**src/rtl/btn_evt_pkg.sv**
```systemverilog
// Shared definitions for the button event controller: event type encoding
// and the helper that sizes the button-index field.
package btn_evt_pkg;

  typedef logic [1:0] evt_type_t;

  localparam evt_type_t EVT_PRESS   = 2'd0;
  localparam evt_type_t EVT_RELEASE = 2'd1;
  localparam evt_type_t EVT_LONG    = 2'd2;

  // Width of a button index; a single button still gets a 1-bit field.
  function automatic int id_width(input int n);
    return (n > 1) ? $clog2(n) : 1;
  endfunction

endpackage

```
**src/rtl/btn_evt_fifo.sv**
```systemverilog
// Synchronous show-ahead FIFO. The head is visible while not empty; once
// empty, the output holds the last head shown. A pop frees a slot for a push
// in the same cycle; an empty FIFO never bypasses write data to the output.
module btn_evt_fifo #(
  parameter int DEPTH = 4,
  parameter int WIDTH = 8
) (
  input  logic             clk,
  input  logic             rst_n,
  input  logic             push,
  input  logic [WIDTH-1:0] wr_data,
  input  logic             pop,
  output logic [WIDTH-1:0] rd_data,
  output logic             full,
  output logic             empty
);

  localparam int AW = (DEPTH > 1) ? $clog2(DEPTH) : 1;
  localparam int CW = $clog2(DEPTH + 1);

  logic [WIDTH-1:0] mem_q [DEPTH];
  logic [WIDTH-1:0] mem_d [DEPTH];
  logic [AW-1:0]    wr_q, wr_d, rd_q, rd_d;
  logic [CW-1:0]    cnt_q, cnt_d;
  logic [WIDTH-1:0] last_q, last_d;
  logic             do_push, do_pop;

  function automatic logic [AW-1:0] next_ptr(input logic [AW-1:0] p);
    return (p == AW'(DEPTH - 1)) ? '0 : p + 1'b1;
  endfunction

  assign empty   = (cnt_q == '0);
  assign full    = (cnt_q == CW'(DEPTH));
  assign rd_data = empty ? last_q : mem_q[rd_q];

  // Next-state for storage, pointers, occupancy and the held output value.
  always_comb begin
    do_pop  = pop && !empty;
    do_push = push && (!full || do_pop);
    mem_d   = mem_q;
    if (do_push) mem_d[wr_q] = wr_data;
    wr_d   = do_push ? next_ptr(wr_q) : wr_q;
    rd_d   = do_pop ? next_ptr(rd_q) : rd_q;
    cnt_d  = cnt_q;
    if (do_push && !do_pop)      cnt_d = cnt_q + 1'b1;
    else if (!do_push && do_pop) cnt_d = cnt_q - 1'b1;
    last_d = rd_data;
  end

  // State registers, all cleared by reset so the output starts at zero.
  always_ff @(posedge clk or negedge rst_n) begin
    if (!rst_n) begin
      for (int k = 0; k < DEPTH; k++) mem_q[k] <= '0;
      wr_q   <= '0;
      rd_q   <= '0;
      cnt_q  <= '0;
      last_q <= '0;
    end else begin
      mem_q  <= mem_d;
      wr_q   <= wr_d;
      rd_q   <= rd_d;
      cnt_q  <= cnt_d;
      last_q <= last_d;
    end
  end

endmodule

```
**src/rtl/btn_evt_ctrl.sv**
```systemverilog
// Multi-button event controller: synchronises and debounces N_BTN buttons on
// a shared sample tick, turns level flips and long holds into events, and
// serialises them round-robin into a small FIFO for a valid/ready consumer.
module btn_evt_ctrl
  import btn_evt_pkg::*;
#(
  parameter int N_BTN         = 4,
  parameter int CLKS_PER_SMPL = 16,
  parameter int SMPL_CNT      = 4,
  parameter int LONG_SMPLS    = 64,
  parameter int FIFO_DEPTH    = 4,
  localparam int ID_W         = id_width(N_BTN)
) (
  input  logic             clk,
  input  logic             rst_n,
  input  logic [N_BTN-1:0] btn,
  output logic [N_BTN-1:0] lvl,
  output logic             evt_valid,
  input  logic             evt_ready,
  output logic [ID_W-1:0]  evt_id,
  output logic [1:0]       evt_type,
  output logic             ovf,
  input  logic             ovf_clr
);

  localparam int CNT_W  = (CLKS_PER_SMPL > 1) ? $clog2(CLKS_PER_SMPL) : 1;
  localparam int STAB_W = $clog2(SMPL_CNT);
  localparam int HOLD_W = $clog2(LONG_SMPLS + 1);

  logic [CNT_W-1:0] cnt_q, cnt_d;
  logic             tick;
  logic [N_BTN-1:0] sync1_q, sync1_d, sync2_q, sync2_d;
  logic [ID_W-1:0]  rr_q, rr_d;
  logic             ovf_q, ovf_d;

  logic [N_BTN-1:0] pend_vld;
  logic [1:0]       pend_type [N_BTN];
  logic [N_BTN-1:0] drop_vec;
  logic [N_BTN-1:0] grant;

  logic             found, push, pop;
  logic [ID_W-1:0]  win;
  logic [ID_W+1:0]  fifo_wdata, fifo_rdata;
  logic             fifo_full, fifo_empty;

  assign tick = (cnt_q == CNT_W'(CLKS_PER_SMPL - 1));

  // Shared tick counter, input synchronisers, round-robin pointer and the
  // sticky overflow flag (a new drop wins over a clear in the same cycle).
  always_comb begin
    cnt_d   = tick ? '0 : cnt_q + 1'b1;
    sync1_d = btn;
    sync2_d = sync1_q;
    ovf_d   = ovf_q;
    if (ovf_clr)   ovf_d = 1'b0;
    if (|drop_vec) ovf_d = 1'b1;
  end

  // Registers for the shared control state.
  always_ff @(posedge clk or negedge rst_n) begin
    if (!rst_n) begin
      cnt_q   <= '0;
      sync1_q <= '0;
      sync2_q <= '0;
      rr_q    <= '0;
      ovf_q   <= 1'b0;
    end else begin
      cnt_q   <= cnt_d;
      sync1_q <= sync1_d;
      sync2_q <= sync2_d;
      rr_q    <= rr_d;
      ovf_q   <= ovf_d;
    end
  end

  for (genvar i = 0; i < N_BTN; i++) begin : g_btn
    logic [STAB_W-1:0] stab_q, stab_d;
    logic [HOLD_W-1:0] hold_q, hold_d;
    logic              lvl_q, lvl_d;
    logic              pend_vld_q, pend_vld_d;
    logic [1:0]        pend_type_q, pend_type_d;
    logic              new_vld, drop;
    logic [1:0]        new_type;

    // Debounce, hold timing and the single-entry pending slot; a flip takes
    // priority over a LONG, so a release on the saturating tick gives no LONG.
    always_comb begin
      stab_d   = stab_q;
      hold_d   = hold_q;
      lvl_d    = lvl_q;
      new_vld  = 1'b0;
      new_type = EVT_PRESS;
      if (tick) begin
        if (sync2_q[i] == lvl_q) begin
          stab_d = '0;
        end else if (stab_q == STAB_W'(SMPL_CNT - 1)) begin
          stab_d   = '0;
          lvl_d    = ~lvl_q;
          new_vld  = 1'b1;
          new_type = lvl_q ? EVT_RELEASE : EVT_PRESS;
          if (!lvl_q) hold_d = '0;
        end else begin
          stab_d = stab_q + 1'b1;
        end
        if (lvl_q && lvl_d && (hold_q != HOLD_W'(LONG_SMPLS))) begin
          hold_d = hold_q + 1'b1;
          if (hold_d == HOLD_W'(LONG_SMPLS)) begin
            new_vld  = 1'b1;
            new_type = EVT_LONG;
          end
        end
      end
      pend_vld_d  = pend_vld_q;
      pend_type_d = pend_type_q;
      drop        = 1'b0;
      if (grant[i]) pend_vld_d = 1'b0;
      if (new_vld) begin
        if (pend_vld_d) begin
          drop = 1'b1;
        end else begin
          pend_vld_d  = 1'b1;
          pend_type_d = new_type;
        end
      end
    end

    // Per-button registers.
    always_ff @(posedge clk or negedge rst_n) begin
      if (!rst_n) begin
        stab_q      <= '0;
        hold_q      <= '0;
        lvl_q       <= 1'b0;
        pend_vld_q  <= 1'b0;
        pend_type_q <= EVT_PRESS;
      end else begin
        stab_q      <= stab_d;
        hold_q      <= hold_d;
        lvl_q       <= lvl_d;
        pend_vld_q  <= pend_vld_d;
        pend_type_q <= pend_type_d;
      end
    end

    assign lvl[i]       = lvl_q;
    assign pend_vld[i]  = pend_vld_q;
    assign pend_type[i] = pend_type_q;
    assign drop_vec[i]  = drop;
  end

  // Round-robin pick of the first pending button at or after rr_q; pushes
  // whenever the FIFO has room, counting a slot freed by this cycle's pop.
  always_comb begin
    int idx;
    idx   = 0;
    found = 1'b0;
    win   = '0;
    for (int k = 0; k < N_BTN; k++) begin
      idx = int'(rr_q) + k;
      if (idx >= N_BTN) idx = idx - N_BTN;
      if (!found && pend_vld[idx]) begin
        found = 1'b1;
        win   = ID_W'(idx);
      end
    end
    push  = found && (!fifo_full || pop);
    grant = '0;
    if (push) grant[win] = 1'b1;
    rr_d = rr_q;
    if (push) rr_d = (int'(win) == N_BTN - 1) ? '0 : win + 1'b1;
    fifo_wdata = {win, pend_type[win]};
  end

  assign evt_valid = !fifo_empty;
  assign pop       = evt_valid && evt_ready;
  assign evt_id    = fifo_rdata[ID_W+1:2];
  assign evt_type  = fifo_rdata[1:0];
  assign ovf       = ovf_q;

  btn_evt_fifo #(
    .DEPTH (FIFO_DEPTH),
    .WIDTH (ID_W + 2)
  ) u_fifo (
    .clk     (clk),
    .rst_n   (rst_n),
    .push    (push),
    .wr_data (fifo_wdata),
    .pop     (pop),
    .rd_data (fifo_rdata),
    .full    (fifo_full),
    .empty   (fifo_empty)
  );

endmodule

```
**config.mk**
```make
export PLATFORM = sky130hd
export DESIGN_NAME = btn_evt_ctrl
export DESIGN_NICKNAME = d
export VERILOG_FILES = /design/src/rtl/btn_evt_pkg.sv /design/src/rtl/btn_evt_fifo.sv /design/src/rtl/btn_evt_ctrl.sv
export SDC_FILE = /design/constraint.sdc
export NUM_CORES = 1
export LEC_CHECK = 0
export CORE_MARGIN = 2
export CORE_UTILIZATION = 45
export CTS_CLUSTER_SIZE = 40
export DETAILED_ROUTE_END_ITERATION = 8
export GPL_TIMING_DRIVEN = 0
export SYNTH_ARGS = -nofsm -noshare
export SYNTH_HDL_FRONTEND = slang
export SYNTH_SLANG_ARGS = --single-unit
```
**constraint.sdc**
```tcl
create_clock -name clk -period 7.7 [get_ports clk]
set_clock_uncertainty 0.15 [all_clocks]
set_input_delay 0.77 -clock clk [delete_from_list [all_inputs] [get_ports clk]]
set_output_delay 0.77 -clock clk [all_outputs]
set_load 0.02 [all_outputs]
```
Figure 1. The metal 1 layer (run 1).
Scale bar: 20 um. Supply wires on this layer in gray.
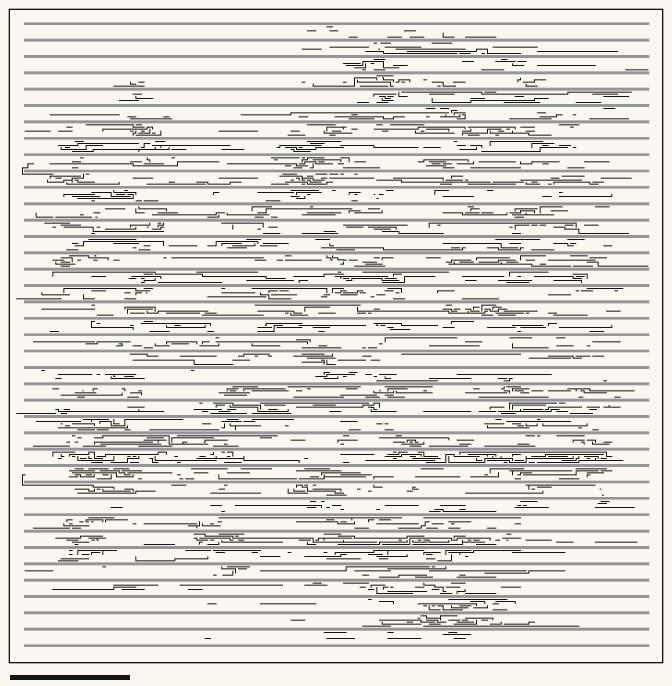
main direction = horizontal
share of all routed wire = 49%
wire length on this layer = 4640 um
longest straight run = 30.4 um
nets with wire on the layer = 491

Figure 2. Metal 2 (run 1).
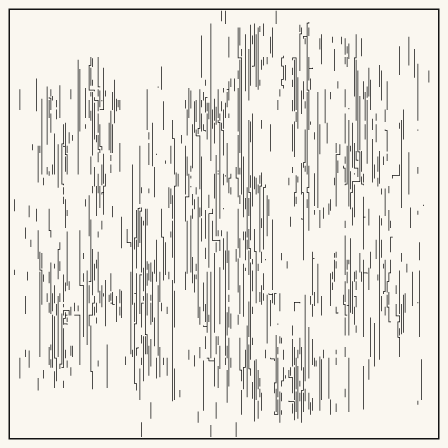
share of all routed wire = 47%
wire length on this layer = 4470 um
longest straight run = 36.4 um
count of vias placed by the detailed router: 3490
met2 routing resource usage after global routing: 28.57%
routed wire length: 9.442 mm

==> run notes, run 1 <==
The flow completed. The flow ran to the end, and the final reports show no timing, DRC or antenna violations. Register share after synthesis landed at 48.00%. Count of boundary I/O pins landed at 18. Total count of max-transition violations in the final report landed at 0. Number of cells on the worst hold path landed at 0. The setup path with the least slack is of type flop to output pin. Total net switching power landed at 0.3968 mW. Post-place instance area landed at 5271 sq um. Floorplan-stage core utilization landed at 45.61%. Post-detailed-route wirelength per cell landed at 14.53 um. Delay contributed by the slowest stage of the critical path landed at 550 ps.

Register clock-pin slew on the reported worst setup and hold paths landed at 100 ps. Xor/xnor share of the synthesized area landed at 3.395%. Area of the mapped netlist landed at 4901 sq um.

Part of the power in the clock network landed at 28.5%. Number of antenna diodes landed at 0. Worst reg2reg path depth landed at 11.

TritonCTS created 9 clock buffers. OpenROAD warning count landed at 39. In the layout the commonest cells are 94 x dfrtp_1, 64 x nand2_1, 52 x o21ai_0.

Per the Yosys statistics, synthesis produced 476 cells. Worst path required time landed at 6780 ps. The first global-routing pass estimated 16.53 mm of wire. Entering global routing, the biggest net connects 54 pins.

Looking at the critical path, the highest net fanout was 6. The routed design could run at a clock period as short as 3375 ps. The tightest hold path in the finished design has a slack of 190.0 ps. The highest supply drop recorded on VDD is 0.0001721 V.

Switching power as a fraction of the total was reported as 29.92%. Clock tree synthesis found a total of 94 sinks. Final tally of setup violations landed at 0. The worst hold path belongs to the class flop to flop. The commonest register cell is dfrtp_1. STA classifies the critical path endpoint as an output pin. In this run the post-CTS setup repair buffer count came out at 0. Once iteration 0 of detailed routing completed, the report listed 155 DRC markers. According to the floorplan report, the total die area is 11740 sq um. Async set-or-reset flop fraction in the synthesized netlist landed at 100.0%. Number of buffer cells added on primary ports landed at 17. By instance count after routing, the leading logic cell type is dfrtp_1.

H-tree depth landed at 3. Final total power landed at 1.326 mW. The flow reports that sequential cells draw 47.1% of the design power. Portion of the clock cycle consumed by the worst path in the final layout landed at 43.83%. Count of final hold-check violations landed at 0. Via-per-instance ratio landed at 5.369. The clock passes through at most 2 buffers. Once detail routing completed, the nets flagged for antenna violations numbered 0. In this run, the synthesized area fraction spent on AND-OR/OR-AND gates is recorded as 13.81%. Setup repair after global routing left no endpoint under its margin.

At the pin with the least slew margin, the transition time is 641.1 ps. Adder-cell area share of the yosys netlist landed at 7.046%. According to the floorplan report, the die width is 108.4 um. Share of post-route cells with drive strength above 1 landed at 10.59%. Listed in order, past its start point the critical path passes clkbuf_1 -> mux4_2 -> mux2_2 -> clkdlybuf4s50_1.

For this run, the total global-route usage over all layers was measured as 17.96%. Yosys mapped a number of flops with a built-in enable equal to 0. Cell area power density landed at 241.1 nW/um^2. In the power breakdown, the internal column shows 0.9294 mW. Each instance of the synthesized netlist takes up on average 10.30 sq um.

Height of the die landed at 108.4 um. The later pin in the worst-skew pair is clocked with a latency of 370 ps. From synthesis to final layout, the design area changed by 12.25%. Post-synthesis cell type count landed at 61. The final weighted congestion recorded by global placement is 0.8205. For reference, simple AND, OR, NAND and NOR cells occupy 17.49% of the area reported after synthesis.

Leakage power summed over all cells landed at 2.394 nW. After synthesis, the chip area reported by Yosys is 4901 sq um. At floorplan, the net count of the design was reported as 511.

First-pass detailed-route iteration total landed at 4. Final net count landed at 540. Post-CTS repair changed the size of 0 cells. TritonCTS built the clock tree.

Maximum clock rate landed at 296.3 MHz. Per the CTS log, the root buffer master is clkbuf_8. Tightest slew margin relative to the limit landed at 57.21%.

Fraction of power consumed by combinational cells landed at 24.4%. Number of flip-flops and latches in the synthesized netlist landed at 94. Gate count after technology mapping landed at 476.

STA classifies the critical path startpoint as a flop. Half-perimeter wire length of the detailed placement result landed at 6.673 mm. The floorplan has 38 rows. Per the detail_route report, DRC violations left total 0. Critical path data arrival time landed at 2450 ps.

After clock tree synthesis, the flow added hold-fix buffers numbering 0. Of the combinational cells, the family taking the most area is simple AND/OR/NAND/NOR gates.
Figure 3. The metal 3 layer (run 1).
Scale bar: 20 um.
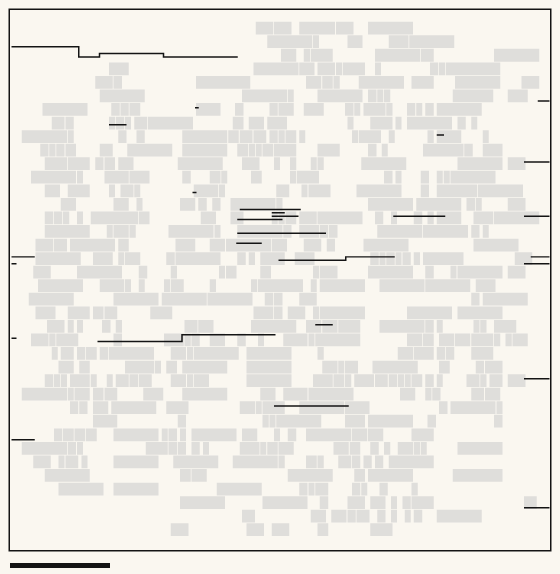
nets with wire on the layer = 20
longest straight run = 18.6 um
wire length on this layer = 232 um
met3 global-route usage: 3.436%

-- run 1: per-stage QoR --
stage / worst slack (ps) / instances / utilization, %
6_report: 4325 / 650 / 51.20
5_1_grt: 4216 / 650 / 51.20
4_1_cts: 4270 / 650 / 51.20
3_5_place_dp: 4442 / 634 / 49.06
3_3_place_gp: 2123 / 633 / 48.82
2_1_floorplan: 5138 / 476 / -
-- run 1: state kept, by name (all words and copies together), names as in the netlist --
signal,flops
rr_q,2
sync1_q,4
cnt_q,4
ovf,1
u_fifo.rd_q,2
g_btn.lvl_q,4
u_fifo.wr_q,2
g_btn.pend_type_q,8
u_fifo.last_q,4
g_btn.hold_q,28
g_btn.stab_q,8
sync2_q,4
g_btn.pend_vld_q,4
u_fifo.cnt_q,3
u_fifo.mem_q,16
-- run 1: worst paths after layout --
| check | startpoint | endpoint | slack, ps |
|---|---|---|---|
| worst max-delay path | u_fifo.rd_q[0]$_DFFE_PN0P_ | evt_type[0] | 4330 |
| worst min-delay path | sync1_q[2]$_DFF_PN0_ | sync2_q[2]$_DFF_PN0_ | 190 |
| worst max register to register | g_btn[2].pend_vld_q$_DFF_PN0_ | ovf$_DFFE_PN0P_ | 4780 |
| worst min register to register | sync1_q[2]$_DFF_PN0_ | sync2_q[2]$_DFF_PN0_ | 190 |
| max in group asynchronous | rst_n | sync2_q[1]$_DFF_PN0_ | 6510 |
| min in group asynchronous | rst_n | g_btn[3].hold_q[3]$_DFFE_PN0P_ | 230 |
-- run 1: layer usage --
layer,track usage (%),routed length [um],share of wire (%),vias to the layer above
met1,24.63,4643,49,1709
met3,3.436,231,2.4,7
met4,6.319,99,1.0,0
li1,-,-,-,1736
met5,0,0,0,-
met2,28.57,4468,47,38
-- run 1: power by group through the flow --
stage	logic, mW	clock network [mW]	registers [mW]
finish	0.324	0.377	0.625
global placement	0.313	0	0.630
CTS	0.329	0.390	0.625
detailed placement	0.327	0	0.635
floorplan	0.230	0	0.618
global route	0.364	0.411	0.638
-- run 1: synth_stat cells, types with 5 or more instances --
library cell   n  area (sq um)
mux2i_1        7         70.07
and3_1         6         37.54
xor2_1        11         96.34
o31ai_1        8         60.06
nand2b_1       7         43.79
nand3_1       24         120.1
nand2_1       64         240.2
ha_1          26         325.3
inv_1         23         86.33
a22o_1        11         96.34
nor2_1        28         105.1
dfrtp_1       94          2352
o21ai_0       52         260.3
and2_1         5         31.28
clkbuf_1       8         30.03
nor3_1         7         35.03
xnor2_1        8         70.07
nor2b_1        5         31.28
mux2_2        15         168.9
-- run 1: cell families (layout without fill, tap and decap cells) --
group           Yosys count  after routing
simple gates            172            172
fa+ha+maj                27             27
mux                      27             27
compound gates          100            100
flops                    94             94
xor+xnor                 19             19
buf+inv                  37             71
-- run 1: area by class of cell --
type | instances | area (sq um)
timing repair buffer | 18 | 195.2
clock buffer | 10 | 137.6
inverter | 23 | 86.33
buffer | 14 | 76.32
tap | 140 | 175.2
clock inverter | 6 | 92.59
sequential | 94 | 2352
multi-input combinational | 345 | 2386
fill | 993 | 5244
-- run 1: critical path, delay by kind of cell, from the launching register on --
| family | cells | cell delay, ps |
|---|---|---|
| buffers and inverters | 2 | 890 |
| DFF | 1 | 360 |
| muxes | 2 | 830 |
==> run 2, diff against run 1 <==
- clock period: 7.7 -> 2.8 ns (I/O delays scaled with it)
Figure 4. The metal 3 layer (run 2).
Scale bar: 20 um.
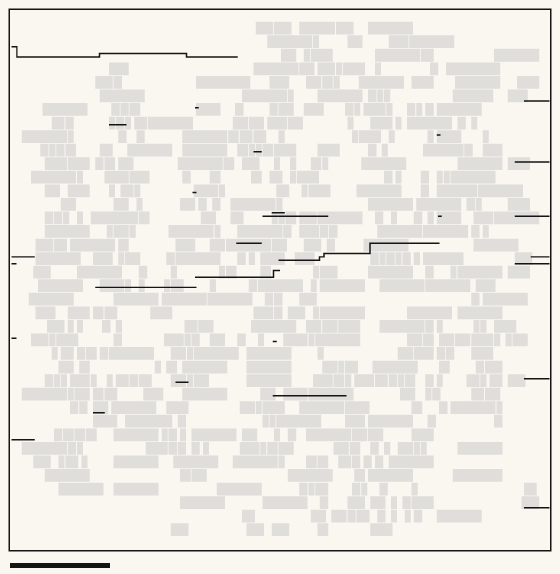
wire length on this layer = 215 um
share of all routed wire = 2.3%
main direction = horizontal
nets with wire on the layer = 18

==> run 2 against run 1 <==
  * Count of clock-buffer cells in the layout did not move
  * Worst setup slack got worse by 4200 ps
  * Non-clock buffer count is the same
  * Core utilization up 0.49 points
  * Combinational power rose to 2.7 times the previous value
  * Sequential share of layout area fell by 0.40 points
  * Total power rose to 2.7 times the previous value
  * Wire length rose by 0.95%
  * Synthesized area is the same
  * Clock power rose to 2.8 times the previous value
  * Synthesized cell count unchanged
  * Largest cell class unchanged
  * Largest power group unchanged
==> run notes, run 2 <==
The flow completed. The flow ran to the end, and the final reports show no timing, DRC or antenna violations. Final net count landed at 540. The transition time recorded at the tightest slew-check pin is 641.3 ps. Per the detail_route log, met3 wirelength is 214 um. Maximum fanout along the worst path landed at 7. Global-route usage over all layers landed at 17.94%. After floorplanning, the core was divided into 38 placement rows. First-pass detailed-route iteration total landed at 4. Yosys reported that registers with async set or reset make up 100.0%. Area growth from synthesis to layout landed at 13.33%.

The registers reported with the highest flop counts are g_btn.hold_q: 28 flops, u_fifo.mem_q: 16 flops. Overflow left after global routing landed at 0. Maximum clock rate landed at 377.3 MHz. Number of buffer and inverter stages on the critical path landed at 2.

The worst setup path is of the flop to flop kind. Routability-driven placement finished with a final weighted congestion of 0.8205. In the final report, the number of hold violations comes to 0.

Number of enable flip-flop cells landed at 0. TritonRoute reported its final design rule violation total as 0. Number of flip-flops and latches in the synthesized netlist landed at 94. Signal routing reaches up to met4. The first global-routing pass estimated 16.50 mm of wire. The top cell type in the final layout, fill and taps aside, is dfrtp_1. Register share after synthesis landed at 48.00%. Final design utilization landed at 51.69%. Tightest slew margin relative to the limit landed at 57.20%. The type recorded for the worst min-delay path is flop to flop. Leakage power summed over all cells landed at 2.461 nW. Number of buffer cells added on primary ports landed at 17. The register with the most flip-flops in the final layout is g_btn.hold_q. Clock sink count landed at 94. Detailed-route iteration 0 reported a violation count of 136. Area of the mapped netlist landed at 4901 sq um. Post-synth net total landed at 511. Routed length on met2 landed at 4.537 mm. STA classifies the critical path endpoint as a flop. Ranking logic cells in the layout by count gives the top entries 94 x dfrtp_1, 63 x nand2_1, 52 x o21ai_0. Detailed routing inserted a total of 3505 vias. Looking at the worst setup and hold paths, the clock pins of their registers show a slew of 100 ps. Share of the synthesized area in the top cell type landed at 48.00%.

The worst setup path is launched from a flop. Traced cell by cell, the critical path runs through nor2b_1 -> a21boi_0 -> o32a_1 -> buf_6 -> inv_4 -> ha_1 -> nand2_1 -> nand2_2 -> o22a_1 -> o221ai_1 -> or4_1. Average size of a mapped cell landed at 10.30 sq um.

Portion of the clock cycle consumed by the worst path in the final layout landed at 94.66%. The synthesis stats list as the most numerous cell dfrtp_1. Routed metal-1 wirelength landed at 4.635 mm. Number of cells on the worst hold path landed at 0. In the final layout, the share of cells above drive strength 1 is 12.35%. The number of antenna diodes in the final layout is 0. STA puts the critical path data arrival time at 2750 ps. IR analysis of the VDD net gives a maximum drop of 0.0004613 V.

Shortest clock period the worst path allows after layout landed at 2650 ps. Accumulated negative setup slack landed at 0 ps. Count of cell instances traversed by the critical path landed at 11. Overall die width landed at 108.4 um. Power spread over the standard cell area amounts to 656.5 nW/um^2. Post-detailed-route wirelength per cell landed at 14.66 um. Number of global-route vias before repair landed at 3402. Cell count in the Yosys report landed at 476. Per STA, the highest per-stage delay on the worst path measures 520 ps.

Gate count after technology mapping landed at 476. Count of boundary I/O pins landed at 18. For reference, the top cells by area after synthesis are dfrtp_1 48%, ha_1 6.6%, o21ai_0 5.3%. TritonCTS built the clock tree. For the worst setup path, the data required time is 2900 ps. Clock insertion delay at the later pin of the skew report landed at 370 ps. Tally of nets with antenna violations remaining after routing landed at 0. Count of yosys warnings during synthesis landed at 0. For reference, the final report shows the max-slew violation count at 0. In this run the deepest clock path goes through 2 buffers. H-tree depth landed at 3. After detailed routing, the number of vias per cell comes to 5.392.

The report counts max-capacitance violations totalling 0. Counting cells, the worst reg-to-reg path comes to 11. The kind of cell with the highest combined delay along the critical path is simple AND/OR/NAND/NOR gates. The register with the most flip-flops in the layout has 28 of them.

The wire-length estimate of the detail-placed layout is 6.673 mm. Per the synth stats, the flop cell with the highest instance count is dfrtp_1. Entering global routing, the biggest net connects 54 pins. Final tally of setup violations landed at 0. The largest total area in the synthesized netlist belongs to dfrtp_1.

The stage logs contain a warning count of 39. By count the netlist is led by 94 x dfrtp_1, 64 x nand2_1, 52 x o21ai_0. The tree is rooted in a clkbuf_8.

The die is 108.4 um tall. Floorplan-stage core utilization landed at 45.61%. Number of CTS-inserted buffers landed at 9. The chip area line in the Yosys stat output reads 4901 sq um. Post-synthesis cell type count landed at 61. Die area landed at 11740 sq um.
Figure 5. Metal 2 (run 2).
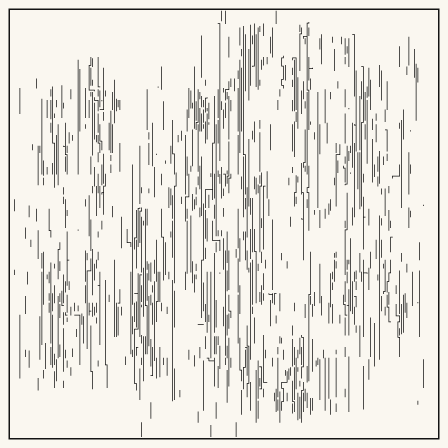
nets with wire on the layer = 440
wire length on this layer = 4540 um
met2 routing resource usage after global routing: 28.48%
routed wire length: 9.532 mm

-- run 2: cell counts after synthesis --
No cell type changed its count.
-- run 2: worst reg2reg max path: cells and delay by family (launching register included) --
kind / cells / cell delay [ps]
AOI/OAI and AO/OA: 4 / 720
adders and majority gates: 1 / 140
buffers and inverters: 2 / 230
DFF: 1 / 440
and+or+nand+nor: 4 / 860
-- run 2: worst paths after layout --
| kind | startpoint | to | slack, ps |
|---|---|---|---|
| hold / removal | sync1_q[2]$_DFF_PN0_ | sync2_q[2]$_DFF_PN0_ | 190 |
| min in group asynchronous | rst_n | g_btn[3].hold_q[3]$_DFFE_PN0P_ | 290 |
| setup reg to reg | g_btn[2].pend_vld_q$_DFF_PN0_ | ovf$_DFFE_PN0P_ | 150 |
| max in group asynchronous | rst_n | g_btn[0].hold_q[3]$_DFFE_PN0P_ | 1560 |
| setup / recovery | g_btn[2].pend_vld_q$_DFF_PN0_ | ovf$_DFFE_PN0P_ | 150 |
| hold reg to reg | sync1_q[2]$_DFF_PN0_ | sync2_q[2]$_DFF_PN0_ | 190 |
-- run 2: timing repair --
| item | CTS | global route |
|---|---|---|
| endpoints found under the setup margin | 7 | 7 |
| endpoints found under the hold margin | 41 | 0 |
| pin swaps | 0 | 1 |
| setup buffers | 0 | 1 |
| resized | 3 | 16 |
| hold buffers | 1 | 0 |
-- run 2: area by class of cell --
| class | count | area, sq um |
|---|---|---|
| repair buffers | 20 | 222.7 |
| clock buffers | 10 | 137.6 |
| fillers | 1004 | 5191 |
| clock inverters | 6 | 92.59 |
| multi-input cells | 345 | 2409 |
| plain buffers | 12 | 76.32 |
| well taps | 140 | 175.2 |
| flip-flops and latches | 94 | 2352 |
| inverters | 23 | 88.84 |
-- run 2: power breakdown --
part,internal [mW],switching (mW),total [mW]
logic,0.451,0.418,0.870
registers,1.57,0.171,1.74
clock network,0.532,0.506,1.04
-- run 2: metrics by stage --
stage               power, mW  instances  instance area (sq um)  hold slack (ps)  setup slack, ps
floorplan               2.331        476                   4901           -165.6            281.5
global placement        2.593        633                   5246            182.9            -2287
detailed placement      2.645        634                   5271            166.6           -111.9
CTS                     3.692        649                   5505            178.5            27.91
global route            3.879        650                   5554            183.7           -5.211
finish                  3.646        650                   5554            189.0            149.6
-- run 2: layer usage --
layer	vias up	GRT usage, %
met5	-	0
met4	0	6.319
met3	14	3.436
met2	32	28.48
met1	1719	24.63
li1	1740	-
-- run 2: kinds of logic after synthesis --
| kind of cell | synth area share, % |
|---|---|
| simple gates | 17.49 |
| fa+ha+maj | 7.046 |
| mux | 6.944 |
| buf+inv | 3.319 |
| xor+xnor | 3.395 |
| compound gates | 13.81 |
| flops | 48.00 |
Power figures rest on the tool's default switching activity, not on a simulated workload.
